<file path="src/rtl/fp_int_pkg.sv">
// Shared fp16 / product-format constants and the accumulator state encoding
// used across the fp16 x int multiply-accumulate path.
package fp_int_pkg;

  localparam int FP16_EXP_W  = 5;
  localparam int FP16_MANT_W = 10;
  localparam int FP16_BIAS   = 15;

  localparam int PROD_MANT_W = 14;
  localparam int PROD_FRAC_W = 10;

  localparam logic [15:0] FP16_MAX_FINITE = 16'h7BFF;

  typedef enum logic {
    EMPTY = 1'b0,
    ACC   = 1'b1
  } acc_state_e;

endpackage

</file>
<file path="src/rtl/fp_align_acc_if.sv">
// Operand strobe from the multiplier and the fp16 result toward writeback.
interface fp_align_acc_if;
  import fp_int_pkg::*;

  logic                   in_valid;
  logic                   in_sign;
  logic [FP16_EXP_W-1:0]  in_exp;
  logic [PROD_MANT_W-1:0] in_mant;
  logic                   in_last;

  logic                   out_valid;
  logic [15:0]            out_result;
  logic                   out_overflow;
  logic                   busy;

  modport master (
    output in_valid, in_sign, in_exp, in_mant, in_last,
    input  out_valid, out_result, out_overflow, busy
  );

  modport slave (
    input  in_valid, in_sign, in_exp, in_mant, in_last,
    output out_valid, out_result, out_overflow, busy
  );

endinterface

</file>
<file path="src/rtl/fp_align_acc_lod.sv">
// Combinational leading-one detector: index of the highest set bit plus a
// zero flag for an all-zero input.
module leading_one_detector #(
  parameter int W = 32
) (
  input  logic [W-1:0]         vec,
  output logic [$clog2(W)-1:0] idx,
  output logic                 zero
);
  localparam int IDX_W = $clog2(W);

  always_comb begin
    idx = '0;
    for (int i = 0; i < W; i++) begin
      if (vec[i]) idx = IDX_W'(i);
    end
  end

  assign zero = ~|vec;

endmodule

</file>
<file path="src/rtl/fp_align_acc.sv">
// Aligns signed fixed-point products to a running block exponent, accumulates
// them with saturation, and normalizes each closed group to an fp16 result.
module fp_align_acc
  import fp_int_pkg::*;
#(
  parameter int ACC_WIDTH = 32
) (
  input  logic          clk,
  input  logic          rst,
  fp_align_acc_if.slave bus
);
  localparam int W     = ACC_WIDTH;
  localparam int IDX_W = $clog2(W);

  acc_state_e state_q, state_d;
  logic signed [W-1:0]   acc_mant_q, acc_mant_d;
  logic [FP16_EXP_W-1:0] acc_exp_q, acc_exp_d;
  logic                  ovf_q, ovf_d;
  logic                  snap_valid_q, snap_valid_d;
  logic signed [W-1:0]   snap_mant_q, snap_mant_d;
  logic [FP16_EXP_W-1:0] snap_exp_q, snap_exp_d;
  logic                  snap_ovf_q, snap_ovf_d;
  logic                  out_valid_q, out_valid_d;
  logic [15:0]           out_result_q, out_result_d;
  logic                  out_ovf_q, out_ovf_d;
  logic                  busy;

  always_ff @(posedge clk or negedge rst) begin
    if (!rst) state_q <= EMPTY;
    else      state_q <= state_d;
  end

  always_comb begin
    state_d = state_q;
    if (bus.in_valid) state_d = bus.in_last ? EMPTY : ACC;
  end

  always_comb begin
    busy = (state_q == ACC) || snap_valid_q;
  end

  // Alignment: whichever side has the smaller exponent is shifted down.
  logic signed [W-1:0]   op, base_mant, a_term, b_term, sum_sat;
  logic [FP16_EXP_W-1:0] base_exp, diff, sh, new_exp;
  logic                  exp_up, base_ovf, sum_ovf;
  logic signed [W:0]     sum;

  always_comb begin
    op = {{(W-PROD_MANT_W){1'b0}}, bus.in_mant};
    if (bus.in_sign) op = -op;
    if (bus.in_exp == '0) op = '0;
    base_mant = (state_q == ACC) ? acc_mant_q : '0;
    base_exp  = (state_q == ACC) ? acc_exp_q : bus.in_exp;
    base_ovf  = (state_q == ACC) && ovf_q;
    exp_up    = bus.in_exp > base_exp;
    diff      = exp_up ? (bus.in_exp - base_exp) : (base_exp - bus.in_exp);
    sh        = (int'(diff) > W - 1) ? FP16_EXP_W'(W - 1) : diff;
    a_term    = exp_up ? (base_mant >>> sh) : base_mant;
    b_term    = exp_up ? op : (op >>> sh);
    new_exp   = exp_up ? bus.in_exp : base_exp;
    sum       = {a_term[W-1], a_term} + {b_term[W-1], b_term};
    sum_ovf   = sum[W] ^ sum[W-1];
    if (sum_ovf) sum_sat = sum[W] ? {1'b1, {(W-1){1'b0}}} : {1'b0, {(W-1){1'b1}}};
    else         sum_sat = sum[W-1:0];
  end

  always_comb begin
    acc_mant_d   = acc_mant_q;
    acc_exp_d    = acc_exp_q;
    ovf_d        = ovf_q;
    snap_valid_d = bus.in_valid && bus.in_last;
    snap_mant_d  = snap_mant_q;
    snap_exp_d   = snap_exp_q;
    snap_ovf_d   = snap_ovf_q;
    if (bus.in_valid) begin
      if (bus.in_last) begin
        snap_mant_d = sum_sat;
        snap_exp_d  = new_exp;
        snap_ovf_d  = base_ovf || sum_ovf;
        acc_mant_d  = '0;
        acc_exp_d   = '0;
        ovf_d       = 1'b0;
      end else begin
        acc_mant_d  = sum_sat;
        acc_exp_d   = new_exp;
        ovf_d       = base_ovf || sum_ovf;
      end
    end
  end

  logic [W-1:0]           mag;
  logic [IDX_W-1:0]       lead_idx;
  logic                   mag_zero;
  logic signed [7:0]      norm_exp;
  logic [FP16_MANT_W-1:0] frac;
  logic [15:0]            norm_result;
  logic                   res_sign;

  assign mag = snap_mant_q[W-1] ? -snap_mant_q : snap_mant_q;

  leading_one_detector #(.W(W)) u_lod (
    .vec  (mag),
    .idx  (lead_idx),
    .zero (mag_zero)
  );

  // Product LSB weight 2^(exp-25) plus bias 15 leaves p + exp - 10 as the fp16 exponent.
  always_comb begin
    res_sign = snap_mant_q[W-1];
    norm_exp = 8'(lead_idx) + 8'(snap_exp_q) - 8'(PROD_FRAC_W);
    if (int'(lead_idx) >= FP16_MANT_W)
      frac = FP16_MANT_W'(mag >> (int'(lead_idx) - FP16_MANT_W));
    else
      frac = FP16_MANT_W'(mag << (FP16_MANT_W - int'(lead_idx)));
    if (mag_zero)                  norm_result = 16'h0000;
    else if (norm_exp <= 8'sd0)    norm_result = {res_sign, 15'h0000};
    else if (norm_exp >= 8'sd31)   norm_result = {res_sign, FP16_MAX_FINITE[14:0]};
    else                           norm_result = {res_sign, norm_exp[FP16_EXP_W-1:0], frac};
  end

  always_comb begin
    out_valid_d  = snap_valid_q;
    out_result_d = out_result_q;
    out_ovf_d    = out_ovf_q;
    if (snap_valid_q) begin
      out_result_d = norm_result;
      out_ovf_d    = snap_ovf_q;
    end
  end

  always_ff @(posedge clk or negedge rst) begin
    if (!rst) begin
      acc_mant_q   <= '0;
      acc_exp_q    <= '0;
      ovf_q        <= 1'b0;
      snap_valid_q <= 1'b0;
      snap_mant_q  <= '0;
      snap_exp_q   <= '0;
      snap_ovf_q   <= 1'b0;
      out_valid_q  <= 1'b0;
      out_result_q <= 16'h0000;
      out_ovf_q    <= 1'b0;
    end else begin
      acc_mant_q   <= acc_mant_d;
      acc_exp_q    <= acc_exp_d;
      ovf_q        <= ovf_d;
      snap_valid_q <= snap_valid_d;
      snap_mant_q  <= snap_mant_d;
      snap_exp_q   <= snap_exp_d;
      snap_ovf_q   <= snap_ovf_d;
      out_valid_q  <= out_valid_d;
      out_result_q <= out_result_d;
      out_ovf_q    <= out_ovf_d;
    end
  end

  assign bus.out_valid    = out_valid_q;
  assign bus.out_result   = out_result_q;
  assign bus.out_overflow = out_ovf_q;
  assign bus.busy         = busy;

endmodule

</file>
<file path="src/flat_wrapper.sv">
// flat-port wrapper written by rule: the top's interface ports become plain ports
module fp_align_acc_flat import fp_int_pkg::*;
#(
  parameter int ACC_WIDTH = 32
)
  (clk, rst, bus_in_valid, bus_in_sign, bus_in_exp, bus_in_mant, bus_in_last, bus_out_valid, bus_out_result, bus_out_overflow, bus_busy);
  fp_align_acc_if bus_i ();
  input  logic clk;
  input  logic rst;
  input wire logic [$bits(bus_i.in_valid)-1:0] bus_in_valid;
  input wire logic [$bits(bus_i.in_sign)-1:0] bus_in_sign;
  input wire logic [$bits(bus_i.in_exp)-1:0] bus_in_exp;
  input wire logic [$bits(bus_i.in_mant)-1:0] bus_in_mant;
  input wire logic [$bits(bus_i.in_last)-1:0] bus_in_last;
  output wire logic [$bits(bus_i.out_valid)-1:0] bus_out_valid;
  output wire logic [$bits(bus_i.out_result)-1:0] bus_out_result;
  output wire logic [$bits(bus_i.out_overflow)-1:0] bus_out_overflow;
  output wire logic [$bits(bus_i.busy)-1:0] bus_busy;
  assign bus_i.in_valid = bus_in_valid;
  assign bus_i.in_sign = bus_in_sign;
  assign bus_i.in_exp = bus_in_exp;
  assign bus_i.in_mant = bus_in_mant;
  assign bus_i.in_last = bus_in_last;
  assign bus_out_valid = bus_i.out_valid;
  assign bus_out_result = bus_i.out_result;
  assign bus_out_overflow = bus_i.out_overflow;
  assign bus_busy = bus_i.busy;
  fp_align_acc #(.ACC_WIDTH(ACC_WIDTH)) u_core (.clk(clk), .rst(rst), .bus(bus_i));
endmodule
</file>
<file path="config.mk">
export PLATFORM = sky130hd
export DESIGN_NAME = fp_align_acc_flat
export DESIGN_NICKNAME = d
export VERILOG_FILES = /design/src/rtl/fp_int_pkg.sv /design/src/rtl/fp_align_acc_if.sv /design/src/rtl/fp_align_acc_lod.sv /design/src/rtl/fp_align_acc.sv /design/src/flat_wrapper.sv
export SDC_FILE = /design/constraint.sdc
export NUM_CORES = 1
export LEC_CHECK = 0
export CAP_MARGIN = 20
export CORE_MARGIN = 5
export CORE_UTILIZATION = 35
export CTS_BUF_LIST = sky130_fd_sc_hd__clkbuf_8
export DETAILED_ROUTE_END_ITERATION = 6
export SYNTH_ARGS = -nofsm -noshare
export SYNTH_HDL_FRONTEND = slang
export SYNTH_HIERARCHICAL = 1
export SYNTH_SLANG_ARGS = --single-unit
</file>
<file path="constraint.sdc">
create_clock -name clk -period 7.5 [get_ports clk]
set_clock_uncertainty 0.2 [all_clocks]
set_input_delay 1.875 -clock clk [delete_from_list [all_inputs] [get_ports clk]]
set_output_delay 1.875 -clock clk [all_outputs]
set_load 0.005 [all_outputs]
</file>
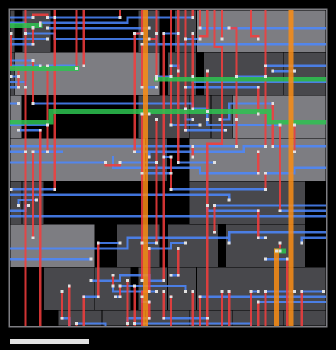
*Zoomed window, run 1*
The bar under the picture is 5 microns long. Window x 94 to 114, y 135 to 155 microns. Cells in gray, sequential cells in the stronger gray; small squares are vias.
legend:
  met2:
    color: red
  met1:
    color: blue
  met3:
    color: green
  met4:
    color: orange
sequential cells in the window: 6
netlist names of flops here include: u_core/snap_mant_q (4), u_core/acc_mant_q (2)
cells with their middle in the window: 26
most frequent: dfrtp_1 (6), xnor2_1 (3)

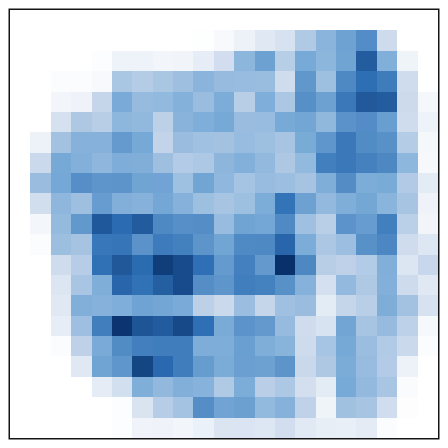
*Signal metal coverage by tile, run 1*
The die is cut into 21 by 21 equal tiles; white is low, dark blue is high, scaled to the fullest tile. Values are wire area over tile area, all layers added.
mean over tiles: 0.23
densest ninth of the die: center
tiles over half the peak: 27%
emptiest ninth of the die: north-west
nearly empty tiles: 20%

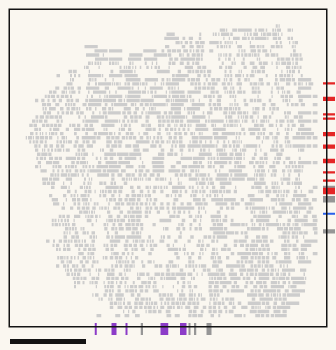
*Pin map, run 1*
The bar under the picture is 50 microns long. Pins as bars across the die edge, other pins in gray.
legend:
  bus_in_mant:
    color: purple
    pins: 14
    direction: input
    edge: south
  bus_out_result:
    color: red
    pins: 16
    direction: output
    edge: east
  bus_in_last:
    color: blue
    pins: 1
    direction: input
    edge: east
all pins by edge: 23 east, 20 south
Die Span X: 208 microns
I/O Buffers: 42

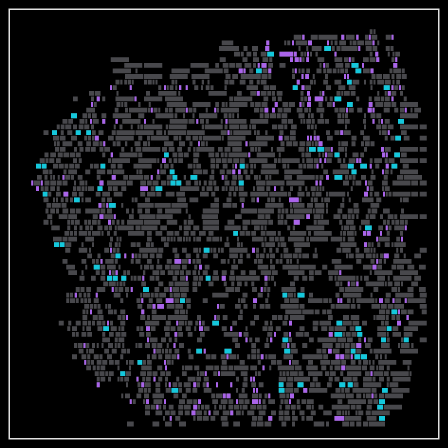
*Gate families picked out, run 1*
legend:
  AND-OR and OR-AND gates:
    color: cyan
    cells: 85
    most_used: a21o_1
    where: spread over the die
  NOR gates:
    color: purple
    cells: 265
    most_used: nor2_1
    where: spread over the die
fin cells: 2,778
Comb/total area: 58.9%

==> reports/qor.csv, run 1 <==
stage,metric,value,unit
run_status,status,"finished, final reports clean",
logic_synthesis,Syn Nets,1971,
worst_setup_path,Startpoint Class,input port,
global_route,initial antenna violation count,0,
final_layout,clock buffers,9,
logic_synthesis,main flop type after synthesis,dfrtp_1,
final_layout,post-layout util,48.4,%
sta,PnR worst setup slack,62.1,ps
worst_setup_path,WP buf/inv,8,
drt,DR top layer,met4,
die,chip area,43100,sq um
clock_network,H-tree level count,3,
clock_network,setup repair bufs after CTS,18,
final_layout,Filler Cell Count,3816,
logic_synthesis,Post-Synth AOI/OAI Area,32.0,%
logic_synthesis,"top cells, area","dfrtp_1 (18%), o21ai_0 (6.0%), a21oi_1 (5.7%)",
sta,fin crit share,99.2,%
flow_run,Max-Cap Viols,0,
final_layout,Non-clock buffer share,21.4,%
drt,via count,16800,
logic_synthesis,Yosys top cell by instances,nand2_1,
logic_synthesis,Synth Area in Adders,5.89,%
final_layout,Area growth syn-to-layout,36.8,%
logic_synthesis,Yosys Chip Area,13700,sq um
sta,max_slew headroom,39.9,%
worst_setup_path,Critical path origin,bus_in_exp[1],
worst_setup_path,r2r setup slk,360,ps
clock_network,CTS hold repair buffers,0,
global_route,GRT busiest layer,met2,
sta,Setup TNS,0,ps
final_layout,Logic Gate Count,1547,
global_route,vias in the first global route,16000,
place,DP HPWL,48200,microns
worst_setup_path,worst r2r src,u_core/snap_mant_q[5]$_DFFE_PN0P_,
die,Core Footprint,38600,sq um
drt,WL met2,28100,microns
final_layout,Final #Nets,2341,
worst_setup_path,Crit-path slowest cell,a221o_1,
worst_setup_path,critical path class,in -> reg,
logic_synthesis,yosys cell count,1885,
clock_network,clock sink total,96,
==> run 1: cell usage in the layout (no fill, tap or decap), types with 13 or more instances in the layout <==
cell,instances
buf_4,425
nand2_1,184
nor2_1,165
a21oi_1,140
o21ai_0,134
inv_1,107
dfrtp_1,96
nand3_1,60
mux2i_1,57
ha_1,50
o22ai_1,49
nor3_1,48
clkdlybuf4s50_1,36
xor2_1,35
xnor2_1,31
mux4_2,30
o21ai_1,28
o211ai_1,26
a21o_1,24
or3_1,24
a31oi_1,21
a211oi_1,21
nand2b_1,20
nor4_1,17
o31ai_1,17
nor2b_1,16
mux2_2,15
o21a_1,14
o2bb2ai_1,14
a21oi_2,13
and3_1,13
nand4_1,13
==> run 1 -> run 2 <==
Settings changed: CORE_MARGIN 5 to 2.
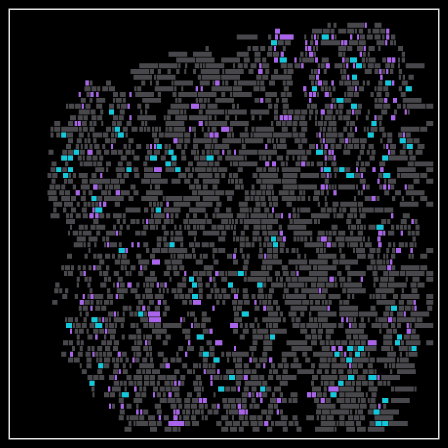
*Gate families picked out, run 2*
legend:
  NOR gates:
    color: purple
    cells: 265
    most_used: nor2_1
    where: spread over the die
  AND-OR and OR-AND gates:
    color: cyan
    cells: 85
    most_used: a21o_1
    where: spread over the die

==> reports/qor.csv, run 2 <==
stage,metric,value,unit
run_status,status,"finished, final reports clean",
logic_synthesis,Yosys top cell by instances,nand2_1,
global_route,pin count of the biggest net entering global routing,62,
logic_synthesis,register area share after synthesis,17.6,%
clock_network,CTS hold repair buffers,0,
logic_synthesis,top cells by count,"nand2_1 (190), nor2_1 (172), o21ai_0 (163), a21oi_1 (156), inv_1 (109)",
min_path,hold depth,2,
worst_setup_path,Setup crit end kind,register,
place,I/O Buffers,42,
logic_synthesis,yosys cell count,1885,
global_route,vias in the first global route,16200,
drt,Routed Wire Length,60800,microns
drt,Vias/cell,6.03,
clock_network,clock transition at the registers of the reported paths,130,ps
final_layout,n_diodes,0,
final_layout,Final #Nets,2370,
clock_network,clock buffer depth,2,
sta,max_slew headroom,46.2,%
clock_network,setup repair bufs after CTS,27,
worst_setup_path,Critical path origin,bus_in_exp[0],
worst_setup_path,crit path DRT,7590,ps
final_layout,post-layout util,49.7,%
die,Die Span X,202,microns
clock_network,H-tree level count,3,
final_layout,Top cell excl fill/tap,buf_4,
place,Setup WS pre-CTS,-1120,ps
flow_run,Max-Cap Viols,0,
die,chip area,40700,sq um
sta,PnR worst setup slack,52.9,ps
global_route,initial antenna violation count,0,
logic_synthesis,Post-Synth AOI/OAI Area,32.0,%
worst_setup_path,critical path class,in -> reg,
logic_synthesis,Mapped Area,13700,sq um
drt,via count,16900,
logic_synthesis,Syn Nets,1971,
drt,DRT antenna net count,0,
global_route,GRT Total Usage,29.1,%
final_layout,most instantiated logic cells after routing,"buf_4 (447), nand2_1 (183), nor2_1 (155)",
drt,WL met2,28200,microns
logic_synthesis,Post-Synth Simple-Gate Area,21.6,%
worst_setup_path,Crit-path slowest cell,fa_1,
logic_synthesis,Cell Type Count,87,
worst_setup_path,Startpoint Class,input port,
final_layout,Register Area,2400,sq um
min_path,hold path startpoint,u_core/snap_exp_q[4]$_DFFE_PN0P_,
final_layout,Filler Cell Count,3737,
worst_setup_path,worst r2r src,u_core/snap_mant_q[0]$_DFFE_PN0P_,
logic_synthesis,Synth Area in Adders,5.89,%
clock_network,clock sink total,96,
logic_synthesis,Synth Register Bits,96,
die,IO Count,43,
logic_synthesis,Yosys Chip Area,13700,sq um
die,Core Footprint,38600,sq um
logic_synthesis,"top cells, area","dfrtp_1 (18%), o21ai_0 (6.0%), a21oi_1 (5.7%)",
die,Initial Util,35.4,%
sta,fin crit share,99.3,%
logic_synthesis,main flop type after synthesis,dfrtp_1,
sta,final setup vio count,0,
sta,Setup TNS,0,ps
place,DP HPWL,48000,microns
final_layout,logic area,11300,sq um
worst_setup_path,"most used cell, CP",buf_4,
worst_setup_path,r2r setup slk,320,ps
worst_setup_path,CP endpoint,u_core/acc_mant_q[2]$_DFFE_PN0P_,
global_route,GRT busiest layer,met2,
drt,DR top layer,met4,
clock_network,Root Driver,clkbuf_8,
final_layout,Area growth syn-to-layout,40.3,%
global_route,first-pass GRT wire length,93700,microns
run 2: metrics by stage:
step	hold slack (ps)	std cells
2_1_floorplan	242	1885
3_3_place_gp	267	2743
3_5_place_dp	270	2744
4_1_cts	296	2788
5_1_grt	329	2807
6_report	290	2807
run 2: critical path: cells and delay by family:
kind            cells  cell delay, ps
compound gates     13            2360
fa+ha+maj           3            1220
buf+inv             8            1070
mux                 1             210
simple gates        5             780
run 2: cell type report:
class,instances,area share (%)
clock buffer,9,0.645
clock inverter,7,0.424
inverter,113,2.21
multi-input combinational,1547,58.7
sequential,96,12.5
tap,518,3.38
timing repair buffer,517,22.1
